**Drive-strength map**

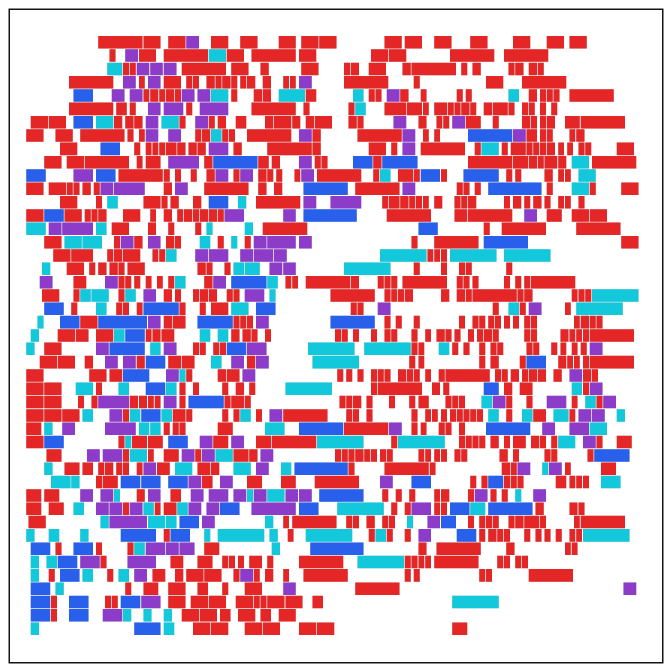
**The metal 1 layer**

Supply wires on this layer in grey.
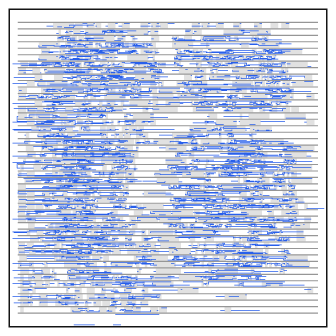
**Cell classes on the final placement**

The bar under the picture is 50 µm long.
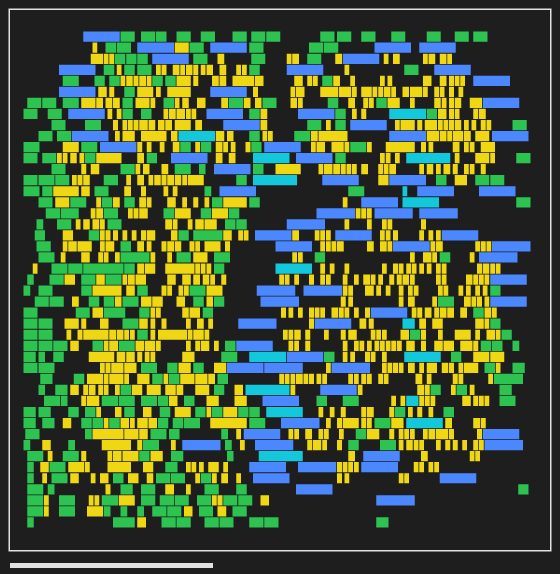
**Clock wires, drivers and flops**

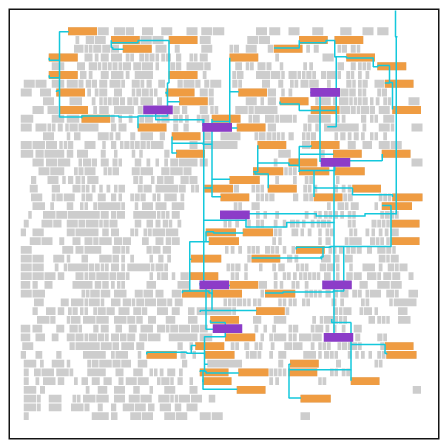
[config.mk]
export PLATFORM = sky130hd
export DESIGN_NAME = ex_branch_predict_res
export DESIGN_NICKNAME = d
export VERILOG_FILES = /design/src/rtl/lc3b_types.sv /design/src/rtl/bht_2bit.sv /design/src/rtl/ex_branch_predict_res.sv
export SDC_FILE = /design/constraint.sdc
export NUM_CORES = 1
export LEC_CHECK = 0
export ABC_AREA = 1
export CORE_MARGIN = 3
export CORE_UTILIZATION = 33
export CTS_CLUSTER_DIAMETER = 60
export CTS_CLUSTER_SIZE = 30
export DETAILED_ROUTE_END_ITERATION = 16
export PLACE_DENSITY_LB_ADDON = 0.12
export SLEW_MARGIN = 40
export SYNTH_ARGS = -nofsm -noshare
export SYNTH_HDL_FRONTEND = slang
export SYNTH_HIERARCHICAL = 1
export SYNTH_SLANG_ARGS = --single-unit
[constraint.sdc]
create_clock -name clk -period 2.5 [get_ports clk]
set_clock_uncertainty 0.15 [all_clocks]
set_input_delay 0.625 -clock clk [delete_from_list [all_inputs] [get_ports clk]]
set_output_delay 0.625 -clock clk [all_outputs]
set_load 0.005 [all_outputs]
[src/rtl/lc3b_types.sv]
// Shared LC-3b types: condition-code encoding, its reset value and the
// CC generator used by every CC-producing stage.
package lc3b_types;

  typedef logic [2:0] lc3b_nzp;

  localparam lc3b_nzp CC_RESET = 3'b010;

  // Exactly one of n/z/p comes out set; the caller supplies the sign bit
  // and a zero flag so the function stays width-independent.
  function automatic lc3b_nzp gencc(input logic sign, input logic zero);
    return {sign, zero, !sign && !zero};
  endfunction

endpackage

[src/rtl/bht_2bit.sv]
// Saturating-counter direction table: writes are staged one cycle in a
// pending register, and reads of the pending index see the updated value.
module bht_2bit #(
  parameter int ENTRIES  = 16,
  parameter int CTR_BITS = 2,
  localparam int IDX_W   = $clog2(ENTRIES)
) (
  input  logic             clk,
  input  logic             rst_n,
  input  logic [IDX_W-1:0] rd_idx,
  output logic             rd_taken,
  input  logic             wr_req,
  input  logic [IDX_W-1:0] wr_idx,
  input  logic             wr_taken
);

  localparam logic [CTR_BITS-1:0] CTR_MAX  = '1;
  localparam logic [CTR_BITS-1:0] CTR_INIT = CTR_BITS'((1 << (CTR_BITS - 1)) - 1);

  logic [CTR_BITS-1:0] ctr [ENTRIES];
  logic                pend_valid;
  logic [IDX_W-1:0]    pend_idx;
  logic                pend_taken;
  logic [CTR_BITS-1:0] pend_upd;
  logic [CTR_BITS-1:0] rd_val;

  function automatic logic [CTR_BITS-1:0] bump(input logic [CTR_BITS-1:0] v,
                                               input logic up);
    if (up) return (v == CTR_MAX) ? v : v + 1'b1;
    return (v == '0) ? v : v - 1'b1;
  endfunction

  // Update is taken from the table at write time, so back-to-back trains of
  // one index chain through the stored value without extra forwarding.
  assign pend_upd = bump(ctr[pend_idx], pend_taken);
  assign rd_val   = (pend_valid && (pend_idx == rd_idx)) ? pend_upd : ctr[rd_idx];
  assign rd_taken = rd_val[CTR_BITS-1];

  always_ff @(posedge clk or negedge rst_n) begin
    if (!rst_n) begin
      for (int i = 0; i < ENTRIES; i++) ctr[i] <= CTR_INIT;
      pend_valid <= 1'b0;
      pend_idx   <= '0;
      pend_taken <= 1'b0;
    end else begin
      pend_valid <= wr_req;
      pend_idx   <= wr_idx;
      pend_taken <= wr_taken;
      if (pend_valid) ctr[pend_idx] <= pend_upd;
    end
  end

endmodule

[src/rtl/ex_branch_predict_res.sv]
// EX-stage branch resolver: CC register with MEM forwarding, taken/next-PC
// resolution, mispredict redirect, predictor training and statistics.
module ex_branch_predict_res
  import lc3b_types::*;
#(
  parameter int WIDTH       = 16,
  parameter int BHT_ENTRIES = 16,
  parameter int CTR_BITS    = 2,
  parameter int CNT_W       = 16
) (
  input  logic             clk,
  input  logic             rst_n,
  input  logic [WIDTH-1:0] if_pc,
  output logic             if_pred_taken,
  input  logic             ex_valid,
  input  logic             ex_stall,
  input  logic             ex_is_br,
  input  logic             ex_is_jump,
  input  logic [2:0]       ex_nzp,
  input  logic [WIDTH-1:0] ex_pc,
  input  logic [WIDTH-1:0] ex_target,
  input  logic             ex_pred_taken,
  input  logic [WIDTH-1:0] ex_pred_target,
  input  logic             fwd_valid,
  input  logic [WIDTH-1:0] fwd_res,
  input  logic             wb_cc_we,
  input  logic [WIDTH-1:0] wb_res,
  input  logic             clear_stats,
  output logic             redirect,
  output logic [WIDTH-1:0] redirect_addr,
  output logic             br_taken,
  output logic [2:0]       cc,
  output logic [CNT_W-1:0] br_count,
  output logic [CNT_W-1:0] mispred_count
);

  localparam int IDX_W = $clog2(BHT_ENTRIES);

  lc3b_nzp          cc_q;
  lc3b_nzp          eff_cc;
  logic             resolve;
  logic             taken;
  logic [WIDTH-1:0] next_pc;
  logic             unused_pred_taken;

  // The direction bit is implied by ex_pred_target, so only the target compare matters.
  assign unused_pred_taken = ex_pred_taken;

  assign eff_cc  = fwd_valid ? gencc(fwd_res[WIDTH-1], fwd_res == '0) : cc_q;
  assign resolve = ex_valid && !ex_stall && (ex_is_br || ex_is_jump);
  assign taken   = ex_is_jump || (ex_is_br && |(ex_nzp & eff_cc));
  assign next_pc = taken ? ex_target : ex_pc + WIDTH'(2);

  assign redirect      = resolve && (next_pc != ex_pred_target);
  assign redirect_addr = next_pc;
  assign br_taken      = taken;
  assign cc            = cc_q;

  always_ff @(posedge clk or negedge rst_n) begin
    if (!rst_n) cc_q <= CC_RESET;
    else if (wb_cc_we) cc_q <= gencc(wb_res[WIDTH-1], wb_res == '0);
  end

  always_ff @(posedge clk or negedge rst_n) begin
    if (!rst_n) begin
      br_count      <= '0;
      mispred_count <= '0;
    end else if (clear_stats) begin
      br_count      <= '0;
      mispred_count <= '0;
    end else begin
      if (resolve && (br_count != '1)) br_count <= br_count + 1'b1;
      if (redirect && (mispred_count != '1)) mispred_count <= mispred_count + 1'b1;
    end
  end

  bht_2bit #(
    .ENTRIES  (BHT_ENTRIES),
    .CTR_BITS (CTR_BITS)
  ) u_bht (
    .clk      (clk),
    .rst_n    (rst_n),
    .rd_idx   (if_pc[IDX_W:1]),
    .rd_taken (if_pred_taken),
    .wr_req   (resolve && ex_is_br),
    .wr_idx   (ex_pc[IDX_W:1]),
    .wr_taken (taken)
  );

endmodule
==> results.yml <==
# synthesis and place-and-route metrics
worst_setup_path:
  startpoint: "fwd_valid"
  critPathMaxStageDelay_ns: 0.20
  start_kind: "input port"
  crit_top_cell: "nand2_1"
  cp_slowest_cell: "a21o_1"
  worstSetupPathType: "in2out"
  arrival_ns: 2.37
  end_kind: "primary output"
synth:
  top_logic_kind: "simple AND/OR/NAND/NOR gates"
  ys_area_um2: 5330
  edf_count: 0
  ys_async_sr_fraction: 1.00
  ys_sh_aoi: 0.0585
  synth_cell_type_count: 44
  synth_warnings: 6
  syn_nets: 941
  netlist_area_um2: 5330
  ys_sh_simple: 0.460
  adder_share: 0.00705
  ys_ff: 73
  ys_seq_share: 0.347
  synth-main-ff-cell: "dfrtp_1"
  avgSynthCellArea_um2: 6.43
status:
  outcome: "complete, but fails checks"
  failed_checks: "setup timing"
flow_run:
  drv_cap: 0
  warnings: 42
clock_network:
  cts_buffers: 9
  cts_tree: "built"
  cts_root_buffer: "clkbuf_16"
  clk_pin_slew_ns: 0.06
  insertion_delay_ns: 0.34
  cts.sinks: 73
  cts_setup_buffers: 40
  cts_buffer_depth: 2
  cts_hold_buf: 0
cells_and_area:
  final_core_util: 0.576
  flops: 73
  comb_area_frac: 0.385
  clock_buffer_count: 10
  fillers: 1477
  n_all_inverters: 103
  largest_class: "multi-input combinational cells"
  num-multi-input-gates: 636
  syn_to_final_growth_pct: 67.4
  seq_share: 0.207
  finalNonFillerCells: 1328
  clkCellAreaFrac: 0.0411
power_and_ir_drop:
  finalPower_mw: 3.98
  ir_drop_uv: 311
  p_leak_nw: 4.35
final_timing:
  hold_viol: 0
  setup_viol: 35
  tightest_slew_ns: 0.381
  fmax_mhz: 318
  tns_ns: -9.01
  fin_crit_sh: 1.26
  max_slew_margin: 0.745
  hold_ws_ns: 0.0425
  finalWorstSetupSlack_ns: -0.647
grt:
  grt_pass1_vias: 6101
  antenna_found_initial: 1
  grt_use_met3: 0.0395
  grt_pass1_wl_um: 29800
  overflow: 0
  grt-busiest-layer: "met2"
  grt_max_degree: 48
  gr-usage-met2: 0.320
  grt.met1_usage: 0.290
placed_design:
  port_buffers: 149
  place_inst: 1274
  place_area_um2: 7820
  globalplace.congestion: 0.874
drt:
  wire_per_inst_um: 13.7
  drc: 0
  drt_iter0_markers: 385
floorplanning:
  taps: 211
  io_pins: 163
  num_rows: 45
  die-area_um2: 17700
## Picture notes: 'drive-strength map'
Key: x6 and larger = blue [cells 69, share 6.2%]; x3 and x4 = purple [cells 139, share 12%]; x1 and smaller = red [cells 780, share 70%]; x2 = cyan [cells 129, share 12%]

## Picture notes: 'the metal 1 layer'
The longest straight run is 40.5 µm. The layer holds 48% of the routed length. The layer carries 8680 µm of wire. 1097 nets have wire on it.

## Picture notes: 'cell classes on the final placement'
Key: clock drivers and dummy loads = cyan [cells 16, share of their area 4.2%]; remaining logic cells = yellow [cells 739, share of their area 44%]; remaining buffers and delay cells = green [cells 289, share of their area 30%]; registers = blue [cells 73, share of their area 21%]

## Picture notes: 'clock wires, drivers and flops'
Key: clock-net drivers = purple [count 9]; clock wires = cyan [length 1140 µm]; flip-flops = orange [count 73]
There are 10 routed clock nets.

-- report_power, final --
group	total, mW	internal [mW]	switching [mW]
sequential	1.31	1.27	0.0447
clock	1.61	1.08	0.529
combinational	1.05	0.535	0.520
-- worst paths after layout --
check | endpoint | slack [ns] | depth (start not counted)
min | u_bht/ctr[23] | 0.04 | 1
max in group asynchronous | u_bht/ctr[24] | 1.52 | 2
min reg2reg | u_bht/ctr[6] | 0.32 | 2
max | redirect | -0.65 | 17
min in group clk | u_bht/pend_idx[2] | 0.29 | 1
max reg2reg | mispred_count[8] | -0.20 | 19
-- layer usage --
metal  vias up  part of all wire
li1       3198                 -
met1      2813              0.48
met2       177              0.45
met4         2             0.016
met3        21             0.053
met5         -           0.00071
-- flip-flops by register name, indices dropped and copies added (netlist names) --
register and flops:
mispred_count 16, u_bht/pend_valid 1, cc 3, u_bht/pend_idx 4
br_count 16, u_bht/ctr 32, u_bht/pend_taken 1
-- Yosys cell counts, drive strengths merged (2+ instances only) --
| master | number | area (µm²) |
|---|---|---|
| nand2 | 319 | 1250 |
| xor2 | 14 | 123 |
| nor3 | 22 | 126 |
| a21o | 3 | 22.5 |
| and2 | 2 | 12.5 |
| o31ai | 2 | 15.0 |
| xnor2 | 4 | 35.0 |
| dfstp | 17 | 447 |
| nor3b | 2 | 15.0 |
| dfrtp | 56 | 1400 |
| o211ai | 3 | 22.5 |
| inv | 103 | 387 |
| ha | 3 | 37.5 |
| nor2 | 95 | 374 |
| nor4 | 5 | 31.3 |
| buf | 14 | 114 |
| a21oi | 14 | 73.8 |
| o21ai | 27 | 139 |
| clkbuf | 6 | 22.5 |
| nand3b | 11 | 82.6 |
| nand4 | 8 | 50.1 |
| nand3 | 93 | 503 |
